**src/rtl/uart_rx_fifo_pkg.sv**
```systemverilog
// Shared constants and types for the UART receive path and its byte FIFO.
package uart_rx_fifo_pkg;

  // UART byte width; uart_rx dout and the FIFO data path agree on this.
  localparam int UART_DATA_W = 8;

  // Default FIFO address width (depth = 2**UART_FIFO_ADDR_W).
  localparam int UART_FIFO_ADDR_W = 4;

  // Oversampling divisor: 16x sampling at 19200 baud from a 50 MHz clock.
  localparam int UART_OVERSAMPLE_DIV = 163;

  // Effective FIFO operation for one edge, after qualifying the strobes
  // against full/empty: {write happens, read happens}.
  typedef enum logic [1:0] {
    OP_NONE  = 2'b00,
    OP_READ  = 2'b01,
    OP_WRITE = 2'b10,
    OP_BOTH  = 2'b11
  } fifo_op_e;

endpackage

```
**src/rtl/uart_rx_fifo_ctrl.sv**
```systemverilog
// Pointer, occupancy and overflow bookkeeping for the receive FIFO.
// The register file itself lives in the top level; this block only says
// where to write, where to read, and whether the write is accepted.
module fifo_ctrl
  import uart_rx_fifo_pkg::*;
#(
  parameter int ADDR_W = UART_FIFO_ADDR_W
) (
  input  logic              clk,
  input  logic              reset,
  input  logic              wr,
  input  logic              rd,
  input  logic              clr_overflow,
  output logic [ADDR_W-1:0] w_addr,
  output logic [ADDR_W-1:0] r_addr,
  output logic              wr_en,
  output logic              full,
  output logic              empty,
  output logic [ADDR_W:0]   count,
  output logic              overflow
);

  localparam logic [ADDR_W:0] DEPTH = (ADDR_W+1)'(2**ADDR_W);

  logic [ADDR_W-1:0] r_wPtr;
  logic [ADDR_W-1:0] r_rPtr;
  logic [ADDR_W:0]   r_count;
  logic              r_full;
  logic              r_empty;
  logic              r_overflow;

  logic              w_wrEn;
  logic              w_rdEn;
  logic              w_ovfSet;
  fifo_op_e          w_op;
  logic [ADDR_W:0]   w_countNext;
  logic              w_fullNext;
  logic              w_emptyNext;

  // A write is accepted unless full; when full, a simultaneous read frees
  // the slot the write lands in (w_ptr == r_ptr), so it is still accepted.
  assign w_wrEn   = wr & (~r_full | rd);
  assign w_rdEn   = rd & ~r_empty;
  assign w_ovfSet = wr & ~w_wrEn;
  assign w_op     = fifo_op_e'({w_wrEn, w_rdEn});

  // Next occupancy and flags; a combined read+write leaves them untouched.
  always_comb begin
    w_countNext = r_count;
    w_fullNext  = r_full;
    w_emptyNext = r_empty;
    case (w_op)
      OP_WRITE: begin
        w_countNext = r_count + (ADDR_W+1)'(1);
        w_emptyNext = 1'b0;
        w_fullNext  = (w_countNext == DEPTH);
      end
      OP_READ: begin
        w_countNext = r_count - (ADDR_W+1)'(1);
        w_fullNext  = 1'b0;
        w_emptyNext = (r_count == (ADDR_W+1)'(1));
      end
      default: begin
        w_countNext = r_count;
      end
    endcase
  end

  // Pointers wrap naturally at 2**ADDR_W; flags are registered, not decoded.
  always_ff @(posedge clk or posedge reset) begin
    if (reset) begin
      r_wPtr  <= '0;
      r_rPtr  <= '0;
      r_count <= '0;
      r_full  <= 1'b0;
      r_empty <= 1'b1;
    end else begin
      if (w_wrEn) r_wPtr <= r_wPtr + ADDR_W'(1);
      if (w_rdEn) r_rPtr <= r_rPtr + ADDR_W'(1);
      r_count <= w_countNext;
      r_full  <= w_fullNext;
      r_empty <= w_emptyNext;
    end
  end

  // Sticky overflow: a dropped write wins over a same-cycle clear.
  always_ff @(posedge clk or posedge reset) begin
    if (reset) begin
      r_overflow <= 1'b0;
    end else if (w_ovfSet) begin
      r_overflow <= 1'b1;
    end else if (clr_overflow) begin
      r_overflow <= 1'b0;
    end
  end

  assign w_addr   = r_wPtr;
  assign r_addr   = r_rPtr;
  assign wr_en    = w_wrEn;
  assign full     = r_full;
  assign empty    = r_empty;
  assign count    = r_count;
  assign overflow = r_overflow;

endmodule

```
**src/rtl/uart_rx_fifo.sv**
```systemverilog
// First-word-fall-through byte buffer behind uart_rx: captures dout on each
// rx_done_tick and holds it until the consumer pops it.
module uart_rx_fifo
  import uart_rx_fifo_pkg::*;
#(
  parameter int DATA_W = UART_DATA_W,
  parameter int ADDR_W = UART_FIFO_ADDR_W
) (
  input  logic              clk,
  input  logic              reset,
  input  logic              wr,
  input  logic [DATA_W-1:0] w_data,
  input  logic              rd,
  output logic [DATA_W-1:0] r_data,
  output logic              empty,
  output logic              full,
  output logic [ADDR_W:0]   count,
  output logic              overflow,
  input  logic              clr_overflow
);

  logic [DATA_W-1:0] r_mem [2**ADDR_W];
  logic [ADDR_W-1:0] w_wAddr;
  logic [ADDR_W-1:0] w_rAddr;
  logic              w_wrEn;

  fifo_ctrl #(
    .ADDR_W(ADDR_W)
  ) u_ctrl (
    .clk          (clk),
    .reset        (reset),
    .wr           (wr),
    .rd           (rd),
    .clr_overflow (clr_overflow),
    .w_addr       (w_wAddr),
    .r_addr       (w_rAddr),
    .wr_en        (w_wrEn),
    .full         (full),
    .empty        (empty),
    .count        (count),
    .overflow     (overflow)
  );

  // Storage is deliberately not reset; empty/count say what is valid.
  always_ff @(posedge clk) begin
    if (w_wrEn) r_mem[w_wAddr] <= w_data;
  end

  assign r_data = r_mem[w_rAddr];

endmodule

```
**config.mk**
```make
export PLATFORM = sky130hd
export DESIGN_NAME = uart_rx_fifo
export DESIGN_NICKNAME = d
export VERILOG_FILES = /design/src/rtl/uart_rx_fifo_pkg.sv /design/src/rtl/uart_rx_fifo_ctrl.sv /design/src/rtl/uart_rx_fifo.sv
export SDC_FILE = /design/constraint.sdc
export NUM_CORES = 1
export LEC_CHECK = 0
export ABC_AREA = 1
export CELL_PAD_IN_SITES_DETAIL_PLACEMENT = 1
export CELL_PAD_IN_SITES_GLOBAL_PLACEMENT = 2
export CORE_AREA = 2 2 127 129
export CTS_BUF_LIST = sky130_fd_sc_hd__clkbuf_16
export CTS_CLUSTER_DIAMETER = 120
export CTS_CLUSTER_SIZE = 16
export DETAILED_ROUTE_END_ITERATION = 10
export DIE_AREA = 0 0 129 131
export PLACE_DENSITY = 0.88
export SETUP_SLACK_MARGIN = 0.4
export SLEW_MARGIN = 20
export SYNTH_ARGS = -nofsm -noshare
export SYNTH_HDL_FRONTEND = slang
export SYNTH_SLANG_ARGS = --single-unit
export TNS_END_PERCENT = 50
```
**constraint.sdc**
```tcl
create_clock -name clk -period 2.45 [get_ports clk]
set_input_delay 0.6125 -clock clk [delete_from_list [all_inputs] [get_ports clk]]
set_output_delay 0.6125 -clock clk [all_outputs]
set_load 0.05 [all_outputs]
```
==> images/pinout.png <==
Scale: 3 px per um. Pins as bars across the die edge, other pins in grey.
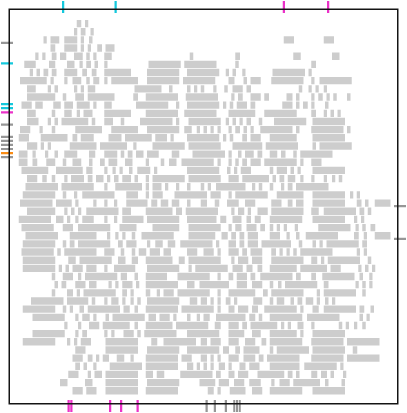
[`clr_overflow`] orange | pins: 1 | direction: input | edge: left
[`w_data`] magenta | pins: 8 | direction: input | edge: 5 bottom, 2 top, 1 left
[`count`] cyan | pins: 5 | direction: output | edge: 3 left, 2 top
all pins by edge: 12 left, 11 bottom, 4 top, 2 right
floorplan die height: 131 um
Die Width: 129 um
count of port buffers added during placement: 28

==> images/layers.png <==
Scale: 2 px per um. Two of the layers only.
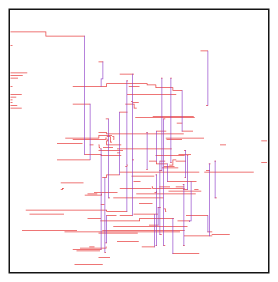
[M3] red | wire length: 1290 um
[M4] purple | wire length: 909 um
total length of routed wires: 20800 um
global-route usage over all layers: 24.4%
vias: 5071

==> images/gates.png <==
Scale: 3 px per um.
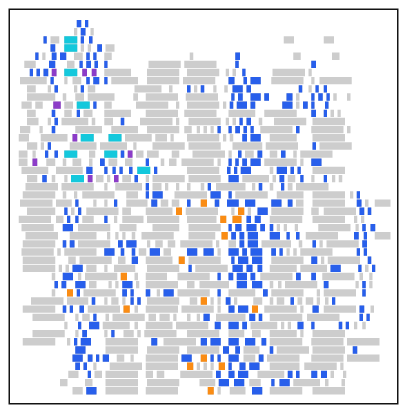
[fa/ha/maj cells] cyan | cells: 10
[nand cells] blue | cells: 281 | where: spread over the die
[aoi and oai cells] purple | cells: 9
[and/or cells] orange | cells: 16
non-filler instance count after layout: 959
fraction of area in multi-input gates: 23.3%
most common library cell in the layout ignoring fill and taps: sky130_fd_sc_hd__nand2_1

==> flow_summary_export.csv <==
group,metric,value,unit
status,status,"finished with violations",
status,violations,"setup timing",
sta,timing_max_transition_violations_final,0,
sta,final.setup_skew,0.00642,ns
cells_and_area,final.signal_inverter_count,135,
cells_and_area,final_cell_mix,"132 x sky130_fd_sc_hd__nand2_1, 131 x sky130_fd_sc_hd__inv_1, 128 x sky130_fd_sc_hd__edfxtp_1",
sta,min_period_over_period,113,%
cells_and_area,layout.sequential_cells,144,
global_route,number_of_antenna_violations_at_the_first_check_in_global_routing,0,
setup_path,required,1.84,ns
sta,final_critical_delay_including_setup_and_external_delays,2.78,ns
setup_path,cp_num_cells,9,
floorplan,fp_util,42.0,%
routing,drc,0,
setup_path,crit-reg2reg-capture,"u_ctrl.full",
setup_path,critPathMaxFanout,5,
logic_synthesis,top_cells_by_count,"156 x sky130_fd_sc_hd__nand2_1, 132 x sky130_fd_sc_hd__inv_1, 128 x sky130_fd_sc_hd__edfxtp_1, 121 x sky130_fd_sc_hd__nand3_1",
cells_and_area,antenna-diode-count,0,
power_and_ir_drop,relative_contribution_of_combinational_cells_to_total_power,50.1,%
global_route,grt_pass1_vias,5137,
cells_and_area,dominant_cells,"flip-flops and latches",
setup_path,worst_path_max_delay_cell,"sky130_fd_sc_hd__dfrtp_2",
power_and_ir_drop,clock_network_power_share,21.9,%
cells_and_area,final_layout_size_suffix_gt1_share,25.0,%
sta,timing.slew.headroom,56.0,%
clock_tree,cts_tree,"built",
setup_path,timing.critical_path.to_type,"output pin",
setup_path,critPathLaunchType,"flop",
logic_synthesis,synth.yosys.warnings,0,
global_route,grt_pass1_wl,29400,um
sta,highest_clock_frequency_the_design_can_meet,0.360,GHz
placed_design,pre_cts_ws,0.109,ns
sta,report.final.setup_viol,8,
logic_synthesis,ys_seq_share,64.8,%
cells_and_area,area.share.sequential,49.1,%
logic_synthesis,synth_cell_types,24,
placed_design,cell_area_placed,7250,um^2
setup_path,regToRegStartpoint,"u_ctrl.empty",
cells_and_area,buf_share,11.8,%
setup_path,slowest_delay,0.45,ns
floorplan,std_cell_rows,46,
logic_synthesis,mux_share,0,%
cells_and_area,buffers_excl_clock,86,
logic_synthesis,top_logic_kind,"simple AND/OR/NAND/NOR gates",
setup_path,worst_path_dominant_cell_family,"simple AND/OR/NAND/NOR gates",
sta,fin_ws,-0.331,ns
setup_path,critPathBufInv,4,
clock_tree,cts-hold-fix-buffers,0,
logic_synthesis,ys_sh_xor,1.34,%
[registers in the layout, indices dropped and copies added, names as in the netlist]
register	flops
u_ctrl.empty	1
u_ctrl.overflow	1
r_mem	128
u_ctrl.count	5
u_ctrl.r_addr	4
u_ctrl.full	1
u_ctrl.w_addr	4
[tightest hold or removal path, stage by stage (launching register included)]
cell	delay, ns
sky130_fd_sc_hd__dfstp_2	0.37
sky130_fd_sc_hd__nand2_1	0.06
sky130_fd_sc_hd__o31ai_1	0.07
[metal layers]
metal | share of wire, % | vias up | GRT usage [%]
li1 | - | 2261 | -
met1 | 41 | 2527 | 31.2
met2 | 49 | 212 | 40.6
met3 | 6.2 | 71 | 5.13
met4 | 4.4 | 0 | 10.4
met5 | 0 | - | 0
[repair_timing]
| item | in CTS | in global routing |
|---|---|---|
| setup endpoints to repair | 16 | 53 |
| pin swaps | 10 | 28 |
| hold endpoints to repair | 0 | 0 |
| resized | 74 | 66 |
| gates cloned | 7 | 3 |
| buffers inserted | 9 | 2 |
[per-stage QoR]
step                hold slack (ns)  setup TNS [ns]
floorplan                     0.501               0
global placement              0.494               0
detailed placement            0.487               0
CTS                           0.507          -0.685
global route                  0.534           -1.52
finish                        0.509           -1.22
[worst max path at each step]
stage,from,to,slack (ns)
final,u_ctrl.r_addr[0],r_data[7],-0.33
after global routing,u_ctrl.r_addr[0],r_data[7],-0.34
after CTS,u_ctrl.r_addr[0],r_data[7],-0.10
after global placement,rd,r_mem[10][1],0.14
after floorplan,u_ctrl.r_addr[1],r_data[6],0.48
after detailed placement,rd,r_mem[11][4],0.11
[power groups by stage]
stage	Clock, uW	Sequential (uW)	Combinational, uW
after floorplan	0	3300	2490
after global placement	0	3230	3820
after detailed placement	0	3240	3900
after CTS	2520	3170	4960
after global routing	2610	3220	6020
final	2510	3200	5740
